$ cat config.mk
export PLATFORM = sky130hd
export DESIGN_NAME = traffic_sensor_cond_flat
export DESIGN_NICKNAME = d
export VERILOG_FILES = /design/src/rtl/traffic_sensor_cond_if.sv /design/src/rtl/traffic_sensor_cond.sv /design/src/flat_wrapper.sv
export SDC_FILE = /design/constraint.sdc
export NUM_CORES = 1
export LEC_CHECK = 0
export CORE_MARGIN = 10
export CORE_UTILIZATION = 56
export DETAILED_ROUTE_END_ITERATION = 10
export GPL_TIMING_DRIVEN = 0
export PLACE_DENSITY = 0.85
export SYNTH_ARGS = -nofsm -noshare
export SYNTH_HDL_FRONTEND = slang
export SYNTH_SLANG_ARGS = --single-unit
$ cat constraint.sdc
create_clock -name Clk -period 5.25 [get_ports Clk]
set_clock_uncertainty 0.15 [all_clocks]
set_input_delay 0.7875 -clock Clk [delete_from_list [all_inputs] [get_ports Clk]]
set_output_delay 0.7875 -clock Clk [all_outputs]
set_load 0.02 [all_outputs]
$ cat src/rtl/traffic_sensor_cond_if.sv
// Signal bundle between the raw sensor side and the conditioning stage.
// There is no handshake: the raw inputs are free-running levels, and the
// conditioned outputs are registered levels/pulses that update on every clock.
// emg_state exposes the emergency FSM state for observation.
interface traffic_sensor_cond_if #(
   parameter int CNT_W = 8
);
   logic             raw_car;
   logic             raw_emerg;
   logic             emerg_clear;
   logic             C;
   logic             Emergency;
   logic             emg_timeout;
   logic [CNT_W-1:0] car_count;
   logic [1:0]       emg_state;

   // Sensor/stimulus side: drives the raw levels, observes the conditioned outputs.
   modport master (
      output raw_car, raw_emerg, emerg_clear,
      input  C, Emergency, emg_timeout, car_count, emg_state
   );

   // Conditioning stage side.
   modport slave (
      input  raw_car, raw_emerg, emerg_clear,
      output C, Emergency, emg_timeout, car_count, emg_state
   );
endinterface

$ cat src/rtl/traffic_sensor_cond.sv
// Input conditioning for the traffic controller: 2-flop synchronisers,
// a debounced vehicle-present level with a saturating event counter, and an
// emergency-request shaper (confirm / min-hold / max-hold / re-arm).
module traffic_sensor_cond #(
   parameter int DEB_CYCLES   = 4,
   parameter int EMG_MIN_HOLD = 16,
   parameter int EMG_MAX_HOLD = 64,
   parameter int CNT_W        = 8
) (
   input logic                  Clk,
   input logic                  reset,
   traffic_sensor_cond_if.slave bus
);

   typedef enum logic [1:0] {
      IDLE    = 2'd0,
      CONFIRM = 2'd1,
      ACTIVE  = 2'd2,
      REARM   = 2'd3
   } emg_state_t;

   // Debounce counter only needs to reach DEB_CYCLES-1; ec must cover both
   // the confirm/re-arm window and the max hold.
   localparam int DW   = $clog2(DEB_CYCLES + 1);
   localparam int EMAX = (EMG_MAX_HOLD > DEB_CYCLES) ? EMG_MAX_HOLD : DEB_CYCLES;
   localparam int EW   = $clog2(EMAX + 1);

   localparam logic [DW-1:0] DEB_LAST_D = DW'(DEB_CYCLES - 1);
   localparam logic [EW-1:0] DEB_LAST_E = EW'(DEB_CYCLES - 1);
   localparam logic [EW-1:0] MIN_LAST   = EW'(EMG_MIN_HOLD - 1);
   localparam logic [EW-1:0] MAX_LAST   = EW'(EMG_MAX_HOLD - 1);

   logic             r_car_s1, r_car_s;
   logic             r_emg_s1, r_emg_s;
   logic [DW-1:0]    r_car_cnt;
   logic             r_c;
   logic [CNT_W-1:0] r_count;

   emg_state_t       r_state, w_next;
   logic [EW-1:0]    r_ec, w_ec;
   logic             r_emergency;
   logic             r_timeout, w_timeout;

   // Two-flop synchronisers on the asynchronous detector inputs.
   always_ff @(posedge Clk) begin
      if (reset) begin
         r_car_s1 <= 1'b0;
         r_car_s  <= 1'b0;
         r_emg_s1 <= 1'b0;
         r_emg_s  <= 1'b0;
      end else begin
         r_car_s1 <= bus.raw_car;
         r_car_s  <= r_car_s1;
         r_emg_s1 <= bus.raw_emerg;
         r_emg_s  <= r_emg_s1;
      end
   end

   // Car debouncer: C follows car_s only after DEB_CYCLES consecutive
   // disagreeing samples; rising edges of C feed the saturating counter.
   always_ff @(posedge Clk) begin
      if (reset) begin
         r_car_cnt <= '0;
         r_c       <= 1'b0;
         r_count   <= '0;
      end else if (r_car_s != r_c) begin
         if (r_car_cnt == DEB_LAST_D) begin
            r_car_cnt <= '0;
            r_c       <= ~r_c;
            if (!r_c && (r_count != {CNT_W{1'b1}}))
               r_count <= r_count + CNT_W'(1);
         end else begin
            r_car_cnt <= r_car_cnt + DW'(1);
         end
      end else begin
         r_car_cnt <= '0;
      end
   end

   // Emergency FSM next state; forced release is checked before the
   // voluntary release so the timeout wins when both coincide.
   always_comb begin
      w_next    = r_state;
      w_ec      = r_ec;
      w_timeout = 1'b0;
      case (r_state)
         IDLE: begin
            w_ec = '0;
            if (r_emg_s) begin
               if (DEB_CYCLES == 1) begin
                  w_next = ACTIVE;
               end else begin
                  w_next = CONFIRM;
                  w_ec   = EW'(1);
               end
            end
         end
         CONFIRM: begin
            if (!r_emg_s) begin
               w_next = IDLE;
               w_ec   = '0;
            end else if (r_ec == DEB_LAST_E) begin
               w_next = ACTIVE;
               w_ec   = '0;
            end else begin
               w_ec = r_ec + EW'(1);
            end
         end
         ACTIVE: begin
            w_ec = r_ec + EW'(1);
            if (r_ec == MAX_LAST) begin
               w_next    = REARM;
               w_ec      = '0;
               w_timeout = 1'b1;
            end else if ((r_ec >= MIN_LAST) && (!r_emg_s || bus.emerg_clear)) begin
               w_next = r_emg_s ? REARM : IDLE;
               w_ec   = '0;
            end
         end
         REARM: begin
            if (r_emg_s) begin
               w_ec = '0;
            end else if (r_ec == DEB_LAST_E) begin
               w_next = IDLE;
               w_ec   = '0;
            end else begin
               w_ec = r_ec + EW'(1);
            end
         end
         default: begin
            w_next = IDLE;
            w_ec   = '0;
         end
      endcase
   end

   // Emergency FSM state register with registered level and timeout pulse.
   always_ff @(posedge Clk) begin
      if (reset) begin
         r_state     <= IDLE;
         r_ec        <= '0;
         r_emergency <= 1'b0;
         r_timeout   <= 1'b0;
      end else begin
         r_state     <= w_next;
         r_ec        <= w_ec;
         r_emergency <= (w_next == ACTIVE);
         r_timeout   <= w_timeout;
      end
   end

   assign bus.C           = r_c;
   assign bus.car_count   = r_count;
   assign bus.Emergency   = r_emergency;
   assign bus.emg_timeout = r_timeout;
   assign bus.emg_state   = r_state;

endmodule

$ cat src/flat_wrapper.sv
// flat-port wrapper written by rule: the top's interface ports become plain ports
module traffic_sensor_cond_flat 
#(
   parameter int DEB_CYCLES   = 4,
   parameter int EMG_MIN_HOLD = 16,
   parameter int EMG_MAX_HOLD = 64,
   parameter int CNT_W        = 8
)
  (Clk, reset, bus_raw_car, bus_raw_emerg, bus_emerg_clear, bus_C, bus_Emergency, bus_emg_timeout, bus_car_count, bus_emg_state);
  traffic_sensor_cond_if #(.CNT_W(CNT_W)) bus_i ();
  input logic Clk;
  input logic reset;
  input wire logic [$bits(bus_i.raw_car)-1:0] bus_raw_car;
  input wire logic [$bits(bus_i.raw_emerg)-1:0] bus_raw_emerg;
  input wire logic [$bits(bus_i.emerg_clear)-1:0] bus_emerg_clear;
  output wire logic [$bits(bus_i.C)-1:0] bus_C;
  output wire logic [$bits(bus_i.Emergency)-1:0] bus_Emergency;
  output wire logic [$bits(bus_i.emg_timeout)-1:0] bus_emg_timeout;
  output wire logic [$bits(bus_i.car_count)-1:0] bus_car_count;
  output wire logic [$bits(bus_i.emg_state)-1:0] bus_emg_state;
  assign bus_i.raw_car = bus_raw_car;
  assign bus_i.raw_emerg = bus_raw_emerg;
  assign bus_i.emerg_clear = bus_emerg_clear;
  assign bus_C = bus_i.C;
  assign bus_Emergency = bus_i.Emergency;
  assign bus_emg_timeout = bus_i.emg_timeout;
  assign bus_car_count = bus_i.car_count;
  assign bus_emg_state = bus_i.emg_state;
  traffic_sensor_cond #(.DEB_CYCLES(DEB_CYCLES), .EMG_MIN_HOLD(EMG_MIN_HOLD), .EMG_MAX_HOLD(EMG_MAX_HOLD), .CNT_W(CNT_W)) u_core (.Clk(Clk), .reset(reset), .bus(bus_i));
endmodule
==> flow_results.org <==
* Flow results

** Synth
- A synthesized cell averages 9.130 µm².
- Yosys Warn Count :: 0
- Most frequent cell after synthesis :: sky130_fd_sc_hd__dfxtp_1
- Post-synth top area share :: 0.4290
- Counting every net in the synthesized netlist gives 147.
- Yosys mapped a number of flops with a built-in enable equal to 0.
- Ys async rst share :: 0
- Chip area estimate from yosys synthesis :: 1260 µm²
- Sequential cell area fraction in the yosys report :: 0.4290
- Yosys stat cell total :: 138
- In the Yosys stats the netlist draws on 40 distinct library cells.
- Synth cell count leaders :: sky130_fd_sc_hd__dfxtp_1, sky130_fd_sc_hd__nor2_1, sky130_fd_sc_hd__a211oi_1, sky130_fd_sc_hd__inv_1, sky130_fd_sc_hd__xnor2_1

** Place
- In this run the tool buffered the top-level ports with 17 buffer cells.
- Routability Congestion :: 0.8881
- Post-placement setup slack :: 2.856 ns

** Drt
- The count of nets left with antenna violations once routing finished came out at 0.
- The DRC violation total left in the routed layout is recorded as 0.
- Detailed Routing Iterations Pass 1 :: 4
- DR WL/cell :: 13.28 µm
- The detailed router reported a total wirelength of 2483 µm.
- Via total after detailed routing :: 1076
- Once iteration 0 of detailed routing completed, the report listed 57 DRC markers.
- For this run, the detailed router reports a per-instance via density of 5.754.

** Layout
- The finished design was reported to have a net count of 169.
- Antenna diode count :: 0
- Number of fill cells in the layout :: 197
- Area grow syn2layout :: 18.37%

** Flow run
- MaxCap Viol Count :: 0
- Total number of warnings across the stage logs :: 26

** Floorplan
- For this design the top-level I/O count stands at 18.
- The die covers 4547 µm².
- Die Ht :: 67.44 µm
- Fp util :: 0.5807

** Worst setup path
- The data required time reported for the critical path is 4.31 ns.
- Critical Path Fanout Max :: 7
- For the worst flop-to-flop path, the logic depth is 4.
- The longest incremental delay of any stage on the critical path is reported as 0.65 ns.
- The capture point of the critical path was reported as bus_emg_state[0].
- Capture instance of the worst register-to-register path :: u_core.bus.Emergency
- Startpoint-to-endpoint class of the critical path :: reg -> out
- The data arrival time reported for the critical path is 1.41 ns.
- Worst setup EP type :: output pin
- Total buffers and inverters traversed by the critical path :: 1
- Family with the most delay on the worst path :: buffers and inverters
- Cell with the largest stage delay on the worst path :: sky130_fd_sc_hd__clkdlybuf4s50_1

** Timing
- Static timing analysis puts the maximum clock frequency at 425.5 MHz.
- Setup total negative slack on the finished layout was measured at 0 ns.
- Tightest Pin Transition :: 0.5195 ns
- The routed design could run at a clock period as short as 2.350 ns.
- Unrepaired setup endpoints after global routing :: false
- In the final report, the number of pins over their slew limit comes to 0.
- In the final report, the number of endpoints failing setup comes to 0.
- The worst-case max-slew headroom was logged as 0.6447.
- In the post-route analysis, the smallest setup slack over all paths is 2.900 ns.
- Dividing the final minimum period by the clock period gives 0.4476.

** Run status
- Status :: finished clean

** Clocking
- CTS tree :: built
- Maximum level of the CTS H-tree :: 1
- Per the post-CTS timing run, clock transition at the registers of the reported paths is 0.13 ns.
- Quantity of gates resized following cts :: 0
- The number of clock sinks came to 27.
- Skew-Pair Late Insertion Delay :: 0.31 ns
- Clock root cell :: sky130_fd_sc_hd__clkbuf_4

** Power and ir drop
- For this design the static power due to leakage is 0.0004820 µW.
- IR drop worst, VDD :: 0.1758 mV
- The script computed a power per unit cell area of 204.3 nW/µm².

** GRT
- Wire length of the first global-routing pass :: 4450 µm
- Aggregate global-route resource usage :: 0.1219
- Via count of the first global-routing pass :: 1040
- Antenna violations before repair :: 0

** Min path
- Kind of path behind the tightest hold check :: reg -> reg
-- worst min path at each step --
| stage | startpoint | endpoint | slack [ns] | cells after the start |
|---|---|---|---|---|
| floorplan | u_core.r_car_cnt[0] | u_core.r_car_cnt[0] | 0.25 | 1 |
| global placement | u_core.r_car_cnt[0] | u_core.r_car_cnt[0] | 0.26 | 1 |
| detailed placement | u_core.r_car_cnt[0] | u_core.r_car_cnt[0] | 0.27 | 1 |
| CTS | u_core.r_car_cnt[0] | u_core.r_car_cnt[0] | 0.29 | 1 |
| global route | u_core.r_car_cnt[0] | u_core.r_car_cnt[0] | 0.31 | 1 |
| finish | u_core.r_car_cnt[0] | u_core.r_car_cnt[0] | 0.28 | 1 |
-- cell usage in the layout (no fill, tap or decap), drive strengths merged, types with 4 or more instances in the layout --
cell	instances
nand2	5
a211oi	8
ha	4
dfxtp	27
xor2	4
clkdlybuf4s50	17
nor2b	5
clkbuf	6
a21oi	6
inv	8
xnor2	8
o21ai	4
nor2	17
-- registers in the layout (all words and copies together), names as in the netlist --
name / cells
u_core.bus.C: 1
u_core.r_car_s1: 1
u_core.bus.emg_state: 2
u_core.bus.Emergency: 1
u_core.r_emg_s1: 1
u_core.r_emg_s: 1
u_core.bus.car_count: 8
u_core.bus.emg_timeout: 1
u_core.r_car_cnt: 3
u_core.r_ec: 7
u_core.r_car_s: 1
-- stage by stage --
stage,total power (µW),instance area (µm²),hold WS (ns),std cells
after floorplan,217.9,1260,0.2490,138
after global placement,223.2,1465,0.2589,183
after detailed placement,223.6,1465,0.2684,183
after CTS,308.6,1491,0.2871,187
after global routing,319.4,1491,0.3072,187
final,304.7,1491,0.2838,187
-- cells by family after synthesis --
family | after synthesis | synth area share
compound gates | 32 | 0.1867
mux | 2 | 0.01589
xor+xnor | 12 | 0.08342
simple gates | 50 | 0.2125
fa+ha+maj | 4 | 0.03972
buf+inv | 11 | 0.03277
flops | 27 | 0.4290
-- cell type report --
cell class | count | area [µm²] | share of cell area
clock buffer | 4 | 26.28 | 0.01762
buffer | 3 | 11.26 | 0.007550
inverter | 8 | 30.03 | 0.02013
timing repair buffer | 17 | 170.2 | 0.1141
sequential | 27 | 540.5 | 0.3624
tap | 28 | 35.03 | 0.02349
multi-input combinational | 100 | 678.2 | 0.4547
-- worst register-to-register path, stage by stage (launching register included) --
cell	delay [ns]
sky130_fd_sc_hd__dfxtp_1	0.40
sky130_fd_sc_hd__or4_4	0.57
sky130_fd_sc_hd__o41a_1	0.34
sky130_fd_sc_hd__a22o_1	0.24
sky130_fd_sc_hd__a2111oi_2	0.32
-- power by group --
group	leakage [µW]	switching, µW	internal (µW)
Sequential	0.000218	1.52	207
Clock	0.0000150	56.0	29.7
Combinational	0.000249	5.18	5.50
Total	0.000482	62.7	242
-- routing by layer --
metal | track usage | share of wire | vias up
met3 | 0.03967 | 0.067 | 2
met2 | 0.2014 | 0.48 | 27
met1 | 0.1392 | 0.44 | 502
met5 | 0 | 0 | -
li1 | - | - | 545
met4 | 0.05897 | 0.0068 | 0
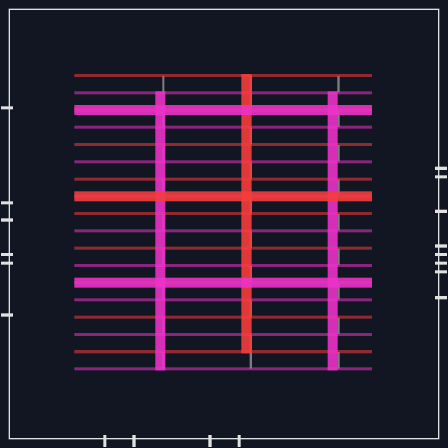
Figure 1: power grid.
Pins as bars on the die edge. Tap cells in gray.
| net | color |
|---|---|
| VDD | red |
| VSS | magenta |
met5 straps: 3
met4 straps: 3

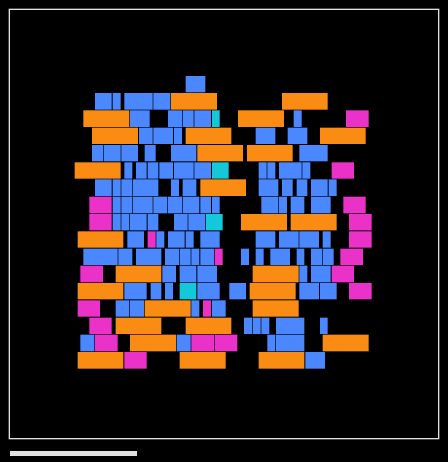
Figure 2: cells colored by class.
Bar = 20 µm.
| class | color | cells |
|---|---|---|
| all other logic | blue | 108 |
| other buffers and delay cells | magenta | 20 |
| clock drivers and dummy loads | cyan | 4 |
| flip-flops | orange | 27 |
core occupancy in the finished layout: 0.6874
share of the final layout cell area in sequential cells: 0.3624
row count: 17

No activity file was given, so power comes from the tool's default toggle rates.
